**config.mk**
```make
export PLATFORM = sky130hd
export DESIGN_NAME = i2c_bit_ctrl_flat
export DESIGN_NICKNAME = d
export VERILOG_FILES = /design/src/rtl/i2c_bit_ctrl_if.sv /design/src/rtl/i2c_bit_ctrl.sv /design/src/flat_wrapper.sv
export SDC_FILE = /design/constraint.sdc
export NUM_CORES = 1
export LEC_CHECK = 0
export CAP_MARGIN = 20
export CORE_MARGIN = 5
export CORE_UTILIZATION = 40
export CTS_CLUSTER_DIAMETER = 120
export DETAILED_ROUTE_END_ITERATION = 6
export GPL_ROUTABILITY_DRIVEN = 0
export GPL_TIMING_DRIVEN = 0
export PLACE_DENSITY = 0.74
export SYNTH_ARGS = -nofsm -noshare
export SYNTH_HDL_FRONTEND = slang
export SYNTH_SLANG_ARGS = --single-unit
```
**constraint.sdc**
```tcl
create_clock -name clk -period 1.8 [get_ports clk]
set_input_delay 0.18 -clock clk [delete_from_list [all_inputs] [get_ports clk]]
set_output_delay 0.18 -clock clk [all_outputs]
set_load 0.1 [all_outputs]
```
**src/rtl/i2c_bit_ctrl_if.sv**
```systemverilog
// Command, timer and open-drain line bundle between the I2C bit sequencer and its neighbours.
// slave = sequencer view, master = byte layer / timer / pad view.
interface i2c_bit_ctrl_if #(parameter int SIZE = 8);
    logic            cmd_valid;
    logic [2:0]      cmd;
    logic            din;
    logic [SIZE-1:0] ticks;
    logic            cmd_ready;
    logic            done;
    logic            dout;
    logic            bus_busy;
    logic            tmr_start;
    logic            tmr_stop;
    logic [SIZE-1:0] tmr_ticks;
    logic            tmr_out;
    logic            scl_in;
    logic            sda_in;
    logic            scl_oe;
    logic            sda_oe;

    modport slave (
        input  cmd_valid, cmd, din, ticks, tmr_out, scl_in, sda_in,
        output cmd_ready, done, dout, bus_busy, tmr_start, tmr_stop, tmr_ticks, scl_oe, sda_oe
    );

    modport master (
        output cmd_valid, cmd, din, ticks, tmr_out, scl_in, sda_in,
        input  cmd_ready, done, dout, bus_busy, tmr_start, tmr_stop, tmr_ticks, scl_oe, sda_oe
    );
endinterface

```
**src/rtl/i2c_bit_ctrl.sv**
```systemverilog
// I2C bit sequencer: runs START/STOP/WRITE/READ as four timer-paced quarter phases.
// Optional build macro I2C_CLK_STRETCH_EN lets a slave hold SCL low to extend phase B.
//
//  state | meaning
//  IDLE  | waiting for a command, cmd_ready high, timer held
//  PH_A  | first quarter of the bit
//  PH_B  | second quarter, SCL released for data bits (stretchable)
//  PH_C  | third quarter, READ samples SDA at its end
//  PH_D  | last quarter, Done issued when it expires
module i2c_bit_ctrl #(
    parameter int SIZE = 8
) (
    input logic           clk,
    input logic           rst,
    i2c_bit_ctrl_if.slave bus
);
    typedef enum logic [2:0] {IDLE, PH_A, PH_B, PH_C, PH_D} state_t;

    localparam logic [2:0] CMD_START = 3'd1;
    localparam logic [2:0] CMD_STOP  = 3'd2;
    localparam logic [2:0] CMD_WRITE = 3'd3;
    localparam logic [2:0] CMD_READ  = 3'd4;

    state_t          state;
    state_t          next_ph;
    logic [2:0]      cmd_q;
    logic            din_q;
    logic [SIZE-1:0] ticks_clamped;
    logic            is_bit_cmd;
    logic            stretch_hold;

    // {scl_oe, sda_oe} for a given command and phase
    function automatic logic [1:0] phase_lines(input logic [2:0] c, input logic d, input state_t ph);
        logic [1:0] r;
        r = 2'b00;
        case (c)
            CMD_START: r = (ph == PH_C) ? 2'b01 : (ph == PH_D) ? 2'b11 : 2'b00;
            CMD_STOP:  r = (ph == PH_A) ? 2'b11 : (ph == PH_D) ? 2'b00 : 2'b01;
            CMD_WRITE: r = {(ph == PH_A) || (ph == PH_D), ~d};
            CMD_READ:  r = {(ph == PH_A) || (ph == PH_D), 1'b0};
            default:   r = 2'b00;
        endcase
        return r;
    endfunction

    assign ticks_clamped = (bus.ticks == '0) ? SIZE'(1) : bus.ticks;
    assign is_bit_cmd    = (bus.cmd >= CMD_START) && (bus.cmd <= CMD_READ);

`ifdef I2C_CLK_STRETCH_EN
    assign stretch_hold = (state == PH_B) && !bus.scl_in;
`else
    assign stretch_hold = 1'b0;
`endif

    always_comb begin
        next_ph = IDLE;
        case (state)
            PH_A:    next_ph = PH_B;
            PH_B:    next_ph = PH_C;
            PH_C:    next_ph = PH_D;
            default: next_ph = IDLE;
        endcase
    end

    always_ff @(posedge clk) begin
        if (rst) begin
            state         <= IDLE;
            cmd_q         <= 3'd0;
            din_q         <= 1'b0;
            bus.cmd_ready <= 1'b1;
            bus.done      <= 1'b0;
            bus.dout      <= 1'b0;
            bus.bus_busy  <= 1'b0;
            bus.tmr_start <= 1'b0;
            bus.tmr_stop  <= 1'b1;
            bus.tmr_ticks <= SIZE'(1);
            bus.scl_oe    <= 1'b0;
            bus.sda_oe    <= 1'b0;
        end else begin
            bus.done      <= 1'b0;
            bus.tmr_start <= 1'b0;
            case (state)
                IDLE: begin
                    if (bus.cmd_valid && bus.cmd_ready) begin
                        cmd_q         <= bus.cmd;
                        din_q         <= bus.din;
                        bus.tmr_ticks <= ticks_clamped;
                        if (is_bit_cmd) begin
                            state                    <= PH_A;
                            bus.cmd_ready            <= 1'b0;
                            bus.tmr_start            <= 1'b1;
                            bus.tmr_stop             <= 1'b0;
                            {bus.scl_oe, bus.sda_oe} <= phase_lines(bus.cmd, bus.din, PH_A);
                        end else begin
                            bus.done <= 1'b1;
                        end
                    end
                end
                PH_A, PH_B, PH_C: begin
                    bus.tmr_stop <= stretch_hold;
                    if (bus.tmr_out) begin
                        state                    <= next_ph;
                        bus.tmr_start            <= 1'b1;
                        bus.tmr_stop             <= 1'b0;
                        {bus.scl_oe, bus.sda_oe} <= phase_lines(cmd_q, din_q, next_ph);
                        if ((state == PH_C) && (cmd_q == CMD_READ))
                            bus.dout <= bus.sda_in;
                    end
                end
                PH_D: begin
                    if (bus.tmr_out) begin
                        state         <= IDLE;
                        bus.done      <= 1'b1;
                        bus.tmr_stop  <= 1'b1;
                        bus.cmd_ready <= 1'b1;
                        if (cmd_q == CMD_START)
                            bus.bus_busy <= 1'b1;
                        else if (cmd_q == CMD_STOP)
                            bus.bus_busy <= 1'b0;
                    end
                end
                default: begin
                    state         <= IDLE;
                    bus.cmd_ready <= 1'b1;
                    bus.tmr_stop  <= 1'b1;
                end
            endcase
        end
    end
endmodule
```
**src/flat_wrapper.sv**
```systemverilog
// flat-port wrapper written by rule: the top's interface ports become plain ports
module i2c_bit_ctrl_flat 
#(
    parameter int SIZE = 8
)
  (clk, rst, bus_cmd_valid, bus_cmd, bus_din, bus_ticks, bus_tmr_out, bus_scl_in, bus_sda_in, bus_cmd_ready, bus_done, bus_dout, bus_bus_busy, bus_tmr_start, bus_tmr_stop, bus_tmr_ticks, bus_scl_oe, bus_sda_oe);
  i2c_bit_ctrl_if #(.SIZE(SIZE)) bus_i ();
  input logic clk;
  input logic rst;
  input wire logic [$bits(bus_i.cmd_valid)-1:0] bus_cmd_valid;
  input wire logic [$bits(bus_i.cmd)-1:0] bus_cmd;
  input wire logic [$bits(bus_i.din)-1:0] bus_din;
  input wire logic [$bits(bus_i.ticks)-1:0] bus_ticks;
  input wire logic [$bits(bus_i.tmr_out)-1:0] bus_tmr_out;
  input wire logic [$bits(bus_i.scl_in)-1:0] bus_scl_in;
  input wire logic [$bits(bus_i.sda_in)-1:0] bus_sda_in;
  output wire logic [$bits(bus_i.cmd_ready)-1:0] bus_cmd_ready;
  output wire logic [$bits(bus_i.done)-1:0] bus_done;
  output wire logic [$bits(bus_i.dout)-1:0] bus_dout;
  output wire logic [$bits(bus_i.bus_busy)-1:0] bus_bus_busy;
  output wire logic [$bits(bus_i.tmr_start)-1:0] bus_tmr_start;
  output wire logic [$bits(bus_i.tmr_stop)-1:0] bus_tmr_stop;
  output wire logic [$bits(bus_i.tmr_ticks)-1:0] bus_tmr_ticks;
  output wire logic [$bits(bus_i.scl_oe)-1:0] bus_scl_oe;
  output wire logic [$bits(bus_i.sda_oe)-1:0] bus_sda_oe;
  assign bus_i.cmd_valid = bus_cmd_valid;
  assign bus_i.cmd = bus_cmd;
  assign bus_i.din = bus_din;
  assign bus_i.ticks = bus_ticks;
  assign bus_i.tmr_out = bus_tmr_out;
  assign bus_i.scl_in = bus_scl_in;
  assign bus_i.sda_in = bus_sda_in;
  assign bus_cmd_ready = bus_i.cmd_ready;
  assign bus_done = bus_i.done;
  assign bus_dout = bus_i.dout;
  assign bus_bus_busy = bus_i.bus_busy;
  assign bus_tmr_start = bus_i.tmr_start;
  assign bus_tmr_stop = bus_i.tmr_stop;
  assign bus_tmr_ticks = bus_i.tmr_ticks;
  assign bus_scl_oe = bus_i.scl_oe;
  assign bus_sda_oe = bus_i.sda_oe;
  i2c_bit_ctrl #(.SIZE(SIZE)) u_core (.clk(clk), .rst(rst), .bus(bus_i));
endmodule
```
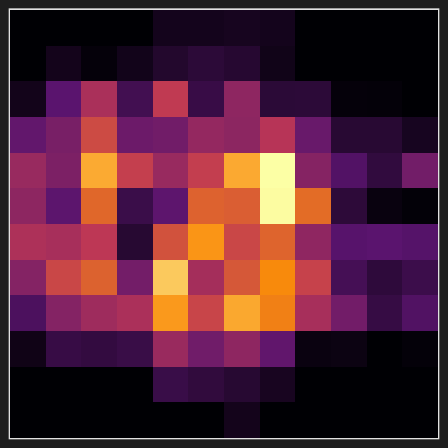
Figure 1: run 1, signal metal coverage by tile.
The die is cut into 12 by 12 equal tiles; black is low, pale yellow is high, scaled to the fullest tile. Values are wire area over tile area, all layers added.
- densest ninth of the die: middle
- mean over tiles: 0.12
- fullest tile: 0.47
- tiles over half the peak: 18%
- emptiest ninth of the die: top right
DR vias: 1055
drt wl/cell: 13.4 um

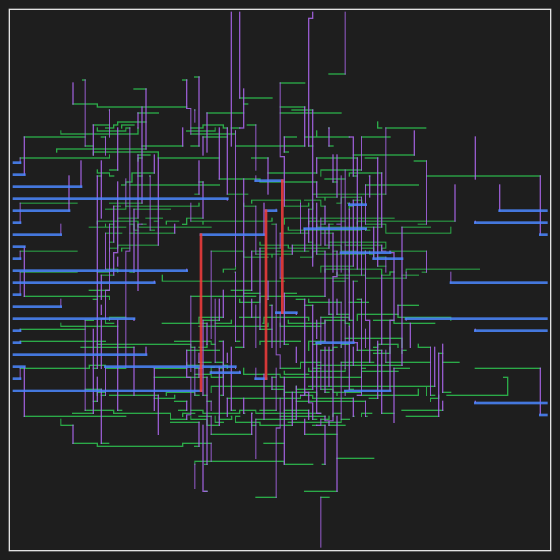
Figure 2: run 1, metal layers overlaid.
- purple: M2 (wire length 1160 um)
- blue: M3 (wire length 258 um)
- red: M4 (wire length 51.7 um)
- green: M1 (wire length 1140 um)
Detailed Route WL: 2600 um
GRT Overall Usage: 15.4%

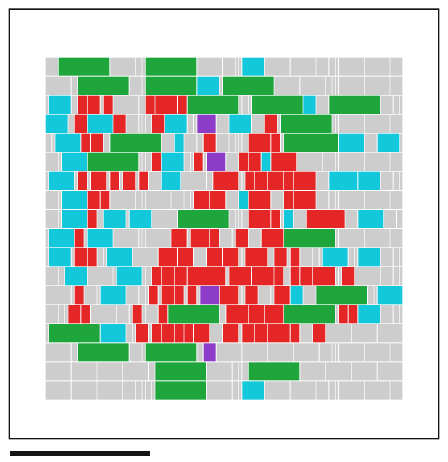
Figure 3: run 1, cell classes on the final placement.
Scale bar: 20 um. Fill, decap, tap and diode cells in gray.
- cyan: remaining buffers and delay cells (cells 40; share of their area 25%)
- red: remaining logic cells (cells 97; share of their area 39%)
- purple: clock drivers and dummy loads (cells 4; share of their area 2.0%)
- green: registers (cells 23; share of their area 34%)
post-route cell area: 1410 um^2
Site Rows: 18
Seq area share: 32.7%

==> deck_impl_summary.md, run 1 <==
Key Metrics from the Run

Drt
  – DRT Pass-1 Iters: 4
  – Routed length on met3: about 260 um
  – DRC: 0

Finish
  – Inserted Diodes: 0
  – Layout Utilization: between 50% and 60%
  – Area-dominant class: combinational gates
  – Fillers: 234
  – NumNets Final: 183
  – ClkCell Share: ~1.9%
  – Layout cells sized above 1: 7.93%

Timing
  – Endpoints failing hold: 0
  – RSZ-0062 raised after global routing: no
  – Crit share post-route: 95.2%
  – Min cycle time layout: roughly 1.7 ns

Power and ir drop
  – Combinational Power Share: 39.8%
  – Power Internal: just under 800 uW
  – Sw power: about 570 uW
  – Clock-net power: around 230 uW
  – Sw Share: ~42%
  – Pwr/cell area: approximately 960 nW/um^2
  – Seq group: roughly 590 uW

Synthesis
  – Yosys Chip Area: approximately 1000 um^2
  – Comb area leader: simple AND/OR/NAND/NOR gates
  – Synth warn: 0
  – XOR/XNOR Area Share: less than 1%
  – Seq/Total Area, Yosys: about 44%
  – Adder-cell share of the synthesized area: 0%
  – Syn avg cell area: 8.17 um^2
  – Syn nets: between 100 and 150
  – Mux area share: 0%
  – Ys cells: between 100 and 150
  – Max-area cell share: 44.0%

Setup path
  – Buffers & Inverters on Critical Path: 1
  – Path depth of the worst reg2reg path: 5
  – Reg2reg start: u_core.state[1]$_SDFFE_PP0P_
  – Worst r2r dst: u_core.bus.sda_oe$_SDFFE_PP0P_

Place
  – Port Buf Inserts: 32

Global route
  – Largest net degree at the start of global routing: 14
  – Met2 Use GR: 24.3%
  – Global route overflow: 0
  – First-pass GRT wire length: between 4000 and 5000 um

Run status
  – Status: finished, final reports clean

Clocking
  – CTS sink cnt: 23
  – Clk latency late pin: between 0.3 and 0.4 ns
  – CTS tree: done
  – Post-CTS Hold Fix Bufs: 0
  – CTS Buf Count: 3

Min path
  – Hold Path Cell Cnt: 3

Flow run
  – Tool Warnings: 27
[run 1: worst reg2reg max path, delay by kind of cell (launching register included)]
family / cells / cell delay (ns)
AND-OR/OR-AND: 1 / 0.26
buffers and inverters: 1 / 0.16
AND/OR/NAND/NOR: 3 / 0.80
flip-flops: 1 / 0.31
[run 1: per-stage QoR]
step | setup WS (ns) | std cells | hold WS (ns) | area, um^2
finish | 0.0861 | 194 | 0.426 | 1410
global route | 0.00403 | 194 | 0.408 | 1410
CTS | 0.0703 | 194 | 0.423 | 1410
detailed placement | 0.0123 | 190 | 0.451 | 1410
global placement | 0.0205 | 190 | 0.443 | 1410
floorplan | 0.189 | 128 | 0.260 | 1050
[run 1: worst max-delay path by stage]
stage,start,end,slack (ns),cells after the start
3_5_place_dp,bus_cmd[0],u_core.state[0]$_SDFFE_PP0P_,0.01,5
6_report,u_core.bus.tmr_ticks[7]$_SDFFE_PP0P_,bus_tmr_ticks[7],0.09,1
3_3_place_gp,bus_cmd[0],u_core.state[0]$_SDFFE_PP0P_,0.02,5
2_1_floorplan,u_core.bus.cmd_ready$_SDFFE_PP1P_,u_core.bus.sda_oe$_SDFFE_PP0P_,0.19,4
4_1_cts,u_core.bus.sda_oe$_SDFFE_PP0P_,bus_sda_oe,0.07,1
5_1_grt,u_core.bus.bus_busy$_SDFFE_PP0P_,bus_bus_busy,0.004,1
[run 1: sequential cells by signal, summed over array words and instances (netlist names)]
register	cells
u_core.bus.tmr_start	1
u_core.bus.scl_oe	1
u_core.cmd_q	3
u_core.bus.done	1
u_core.din_q	1
u_core.bus.sda_oe	1
u_core.bus.dout	1
u_core.state	3
u_core.bus.bus_busy	1
u_core.bus.tmr_stop	1
u_core.bus.cmd_ready	1
u_core.bus.tmr_ticks	8
==> run 1 -> run 2 <==
--- a/config.mk
+++ b/config.mk
@@ -8,6 +8,7 @@
 export CAP_MARGIN = 20
 export CORE_MARGIN = 5
 export CORE_UTILIZATION = 40
+export CTS_BUF_LIST = sky130_fd_sc_hd__clkbuf_2 sky130_fd_sc_hd__clkbuf_4 sky130_fd_sc_hd__clkbuf_8
 export CTS_CLUSTER_DIAMETER = 120
 export DETAILED_ROUTE_END_ITERATION = 6
 export GPL_ROUTABILITY_DRIVEN = 0
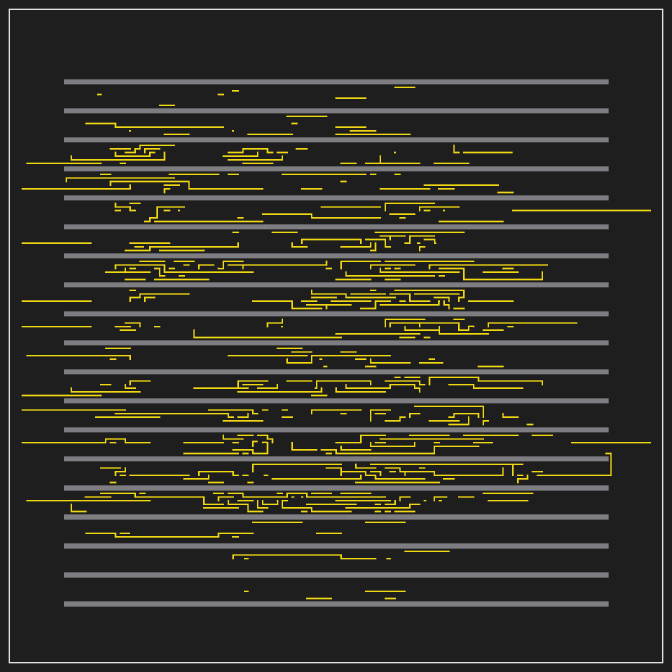
Figure 4: run 2, M1 wires.
Supply wires on this layer in gray.
- main direction: horizontal
- longest straight run: 14.3 um
- wire length on this layer: 1140 um
- nets with wire on the layer: 153
- share of all routed wire: 44%
GR Util met1: 18.3%

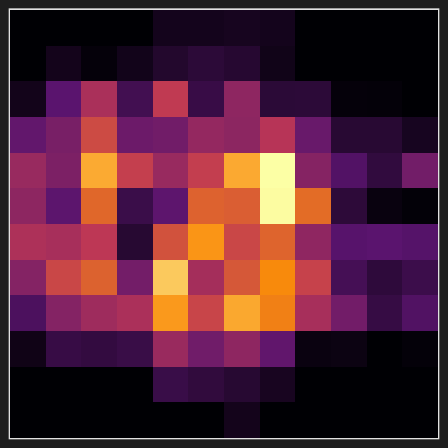
Figure 5: run 2, signal metal coverage by tile.
The die is cut into 12 by 12 equal tiles; black is low, pale yellow is high, scaled to the fullest tile. Values are wire area over tile area, all layers added.
- fullest tile: 0.47
- densest ninth of the die: middle
- nearly empty tiles: 27%

==> run 2 against run 1 <==
Effect of this change: area after synthesis unchanged; register-to-register slack about the same; combinational power about the same; core utilization unchanged; global-route usage unchanged; clock skew unchanged; worst hold slack unchanged; first-iteration DRC count unchanged.
==> deck_impl_summary.md, run 2 <==
Key Metrics from the Run

Finish
  – Post-route cell area: 1410 um^2 (unchanged)
  – Max reg flops: 8 (unchanged)
  – NumNets Final: 183 (unchanged)
  – Biggest register: u_core.bus.tmr_ticks

Timing
  – Min cycle time layout: 1.71 ns (unchanged)
  – RSZ-0062 raised after global routing: no
  – Crit share post-route: 95.2% (unchanged)
  – Endpoints failing hold: 0 (unchanged)

Global route
  – Largest net degree at the start of global routing: 14 (unchanged)
  – Global route overflow: 0 (unchanged)
  – GRT Overall Usage: 15.4% (unchanged)
  – First-pass GRT wire length: 4310 um (unchanged)

Clocking
  – Clk latency late pin: 0.31 ns (about the same)
  – Post-CTS Hold Fix Bufs: 0 (unchanged)
  – CTS tree: done

Power and ir drop
  – Combinational Power Share: 39.8% (about the same)
  – Seq group: 585 uW (about the same)
  – Pwr/cell area: 964 nW/um^2 (unchanged)

Run status
  – Status: finished, final reports clean

Synthesis
  – Max-area cell share: 44.0% (unchanged)

Floorplanning
  – Site Rows: 18 (unchanged)

Drt
  – DRC: 0 (unchanged)
[run 2: final timing paths]
kind | start | end | slack, ns
hold reg to reg | u_core.bus.tmr_ticks[4]$_SDFFE_PP0P_ | u_core.bus.tmr_ticks[4]$_SDFFE_PP0P_ | 0.47
setup / recovery | u_core.bus.tmr_ticks[7]$_SDFFE_PP0P_ | bus_tmr_ticks[7] | 0.09
hold / removal | bus_sda_in | u_core.bus.dout$_SDFFE_PP0P_ | 0.43
setup reg to reg | u_core.state[1]$_SDFFE_PP0P_ | u_core.bus.sda_oe$_SDFFE_PP0P_ | 0.20
[run 2: what timing repair did]
action | 4_1_cts | 5_1_grt
endpoints found under the setup margin | 16 | 0
hold endpoints to repair | 0 | 0
resized | 16 | 0
[run 2: logic make-up after synthesis]
| logic type | count (synthesis) | share of synthesized area, % |
|---|---|---|
| AND-OR/OR-AND | 35 | 22.7 |
| AND/OR/NAND/NOR | 59 | 27.5 |
| flip-flops | 23 | 44.0 |
| buffers and inverters | 10 | 4.90 |
| XOR/XNOR | 1 | 0.837 |
[run 2: layer usage]
layer  part of all wire, %  up-vias  track usage [%]
li1                      -      522                -
met1                    44      476             18.3
met2                    44       51             24.3
met3                   9.9        6             5.87
met4                   2.0        0             7.43
met5                     0        -                0
[run 2: layout make-up]
class / instances / area (um^2)
clock buffer: 3 / 22.5
inverter: 2 / 7.51
fill: 234 / 1090
timing repair buffer: 32 / 300
buffer: 8 / 43.8
multi-input combinational: 95 / 534
tap: 30 / 37.5
clock inverter: 1 / 5.00
sequential: 23 / 462
[run 2: per-stage QoR]
step | cells | util (%)
after floorplan | 128 | -
after global placement | 190 | 56.2
after detailed placement | 190 | 56.2
after CTS | 194 | 56.5
after global routing | 194 | 56.5
final | 194 | 56.5
==> run 2 -> run 3 <==
--- a/config.mk
+++ b/config.mk
@@ -6,12 +6,11 @@
 export NUM_CORES = 1
 export LEC_CHECK = 0
 export CAP_MARGIN = 20
-export CORE_MARGIN = 5
+export CORE_MARGIN = 2
 export CORE_UTILIZATION = 40
 export CTS_BUF_LIST = sky130_fd_sc_hd__clkbuf_2 sky130_fd_sc_hd__clkbuf_4 sky130_fd_sc_hd__clkbuf_8
 export CTS_CLUSTER_DIAMETER = 120
 export DETAILED_ROUTE_END_ITERATION = 6
-export GPL_ROUTABILITY_DRIVEN = 0
 export GPL_TIMING_DRIVEN = 0
 export PLACE_DENSITY = 0.74
 export SYNTH_ARGS = -nofsm -noshare
==> constraint.sdc (replaced) <==
create_clock -name clk -period 1.7 [get_ports clk]
set_input_delay 0.17 -clock clk [delete_from_list [all_inputs] [get_ports clk]]
set_output_delay 0.17 -clock clk [all_outputs]
set_load 0.1 [all_outputs]
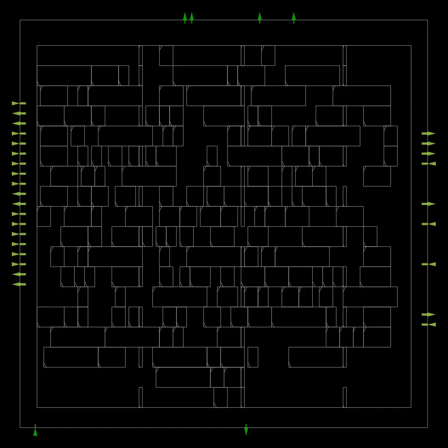
Figure 6: run 3, placed standard cells.
Layout Cells excl Fill: 194
seq_cells: 23

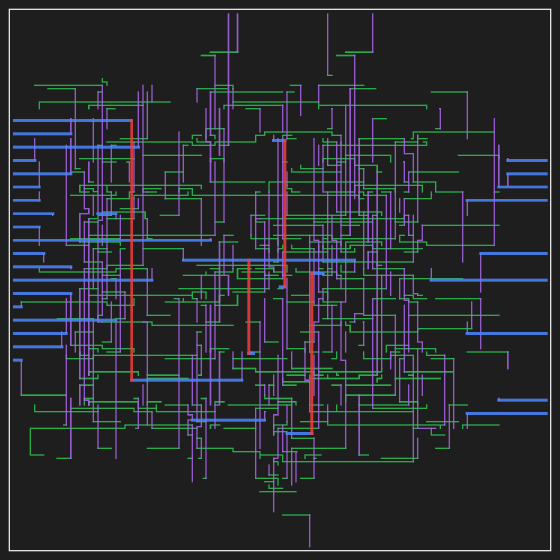
Figure 7: run 3, metal layers overlaid.
- blue: M3 (wire length 223 um)
- purple: M2 (wire length 1160 um)
- green: M1 (wire length 1110 um)
- red: M4 (wire length 67.3 um)
drt wl/cell: 13.2 um
GRT Overall Usage: 19.3%
Detailed Route WL: 2560 um
DR vias: 1068

==> run 3 against run 2 <==
Effect of this change: worst hold slack worse by 0.031 ns; design area decreased by 1.7%; critical path depth unchanged; synthesized cell count unchanged; register-to-register slack worse by 0.06 ns; first-iteration DRC count is 73% lower; sequential power rose by 6.0%; critical path type unchanged; largest power group unchanged; highest routed layer unchanged.
==> deck_impl_summary.md, run 3 <==
Key Metrics from the Run

Floorplanning
  – Site Rows: 18 (unchanged)
  – I/O Pins: 34
  – Chip area: 3040 um^2
  – Core Region: ~2500 um^2

Finish
  – Biggest register: u_core.bus.tmr_ticks
  – NumNets Final: 183 (unchanged)
  – Post-route cell area: 1390 um^2 (-1.7%)
  – Most frequent cells in the layout: nand2_1 (31), dfxtp_1 (22), a21oi_1 (18)
  – Most instantiated logic cell after routing: nand2_1
  – Inserted Diodes: 0
  – Fillers: 246 (+5.1%)
  – Max reg flops: 8 (unchanged)

Synthesis
  – Max-area cell share: 44.0% (unchanged)
  – And+or+nand+nor area frac: 27.5% (unchanged)
  – Adder-cell share of the synthesized area: 0% (unchanged)
  – Comb area leader: simple AND/OR/NAND/NOR gates
  – Yosys Chip Area: around 1000 um^2
  – Ao+oa area frac: 22.7% (unchanged)
  – XOR/XNOR Area Share: 0.837% (unchanged)
  – Mux area share: 0% (unchanged)

Setup path
  – Worst r2r dst: u_core.bus.tmr_ticks[7]$_SDFFE_PP0P_
  – Reg2reg start: u_core.state[2]$_SDFFE_PP0P_
  – R2r setup slk: 0.14 ns (-0.06 ns)

Timing
  – Endpoints failing hold: 0 (unchanged)
  – Min cycle time layout: about 1.7 ns
  – Worst-Margin Slew: between 0.9 and 1 ns
  – Achievable Freq: about 600 MHz
  – RSZ-0062 raised after global routing: no
  – Final setup violation count: 0

Drt
  – Routed length on met3: 223 um (-14%)
  – Top Layer Used: met4
  – DRC: 0 (unchanged)
  – Met2 wire len: 1160 um (+0.43%)
  – Routed met1 length: 1110 um (-2.6%)

Global route
  – Global route hottest layer: met2
  – First-pass GRT wire length: 4080 um (-5.1%)
  – Largest net degree at the start of global routing: 13 (-1)
  – Met2 Use GR: 33.3% (+9.0 points)
  – M3 GR Usage: 6.99% (+1.1 points)
  – GR Util met1: 20.6% (+2.3 points)
  – Global route overflow: 0 (unchanged)

Run status
  – Status: finished, final reports clean

Clocking
  – Post-CTS Hold Fix Bufs: 0 (unchanged)
  – Clk latency late pin: 0.31 ns (about the same)
  – CTS tree: done

Min path
  – Worst Min Path Start: bus_sda_in
  – Hold EP: u_core.bus.dout$_SDFFE_PP0P_

Power and ir drop
  – Pwr/cell area: 1050 nW/um^2 (+9.2%)
-- run 3: netlist changes by cell type in the layout (fill, tap and decap cells not counted) --
cell	delta
clkbuf_1	-1
clkbuf_2	+11
clkbuf_4	+1
clkdlybuf4s15_1	+6
clkinv_2	-1
dlygate4sd2_1	-16
nor2_1	-1
nor2_2	+1
-- run 3: cell type report --
type | instances | area (um^2) | area share, %
inverters | 2 | 7.51 | 0.541
well taps | 30 | 37.5 | 2.70
multi-input cells | 95 | 537 | 38.6
plain buffers | 8 | 45.0 | 3.24
repair buffers | 32 | 270 | 19.5
flip-flops and latches | 23 | 462 | 33.2
clock buffers | 4 | 30.0 | 2.16
-- run 3: how the worst max path moves through the flow --
stage	to	start	slack [ns]
6_report	bus_tmr_ticks[5]	u_core.bus.tmr_ticks[5]$_SDFFE_PP0P_	0.03
5_1_grt	bus_tmr_ticks[1]	u_core.bus.tmr_ticks[1]$_SDFFE_PP0P_	0.0002
4_1_cts	bus_tmr_ticks[3]	u_core.bus.tmr_ticks[3]$_SDFFE_PP0P_	0.0003
3_5_place_dp	u_core.state[0]$_SDFFE_PP0P_	bus_cmd[0]	-0.07
3_3_place_gp	u_core.state[0]$_SDFFE_PP0P_	bus_cmd[0]	-0.06
2_1_floorplan	u_core.bus.sda_oe$_SDFFE_PP0P_	u_core.bus.cmd_ready$_SDFFE_PP1P_	0.09
-- run 3: where the power goes --
group / internal (mW) / total, mW / switching [mW]
Clock: 0.108 / 0.271 / 0.164
Combinational: 0.154 / 0.571 / 0.417
Sequential: 0.590 / 0.620 / 0.0306
Total: 0.852 / 1.46 / 0.611
-- run 3: repair_timing --
action,CTS,global route
resized,23,22
setup endpoints to repair,16,18
pin swaps,0,1
Power and IR drop assume default switching activity.
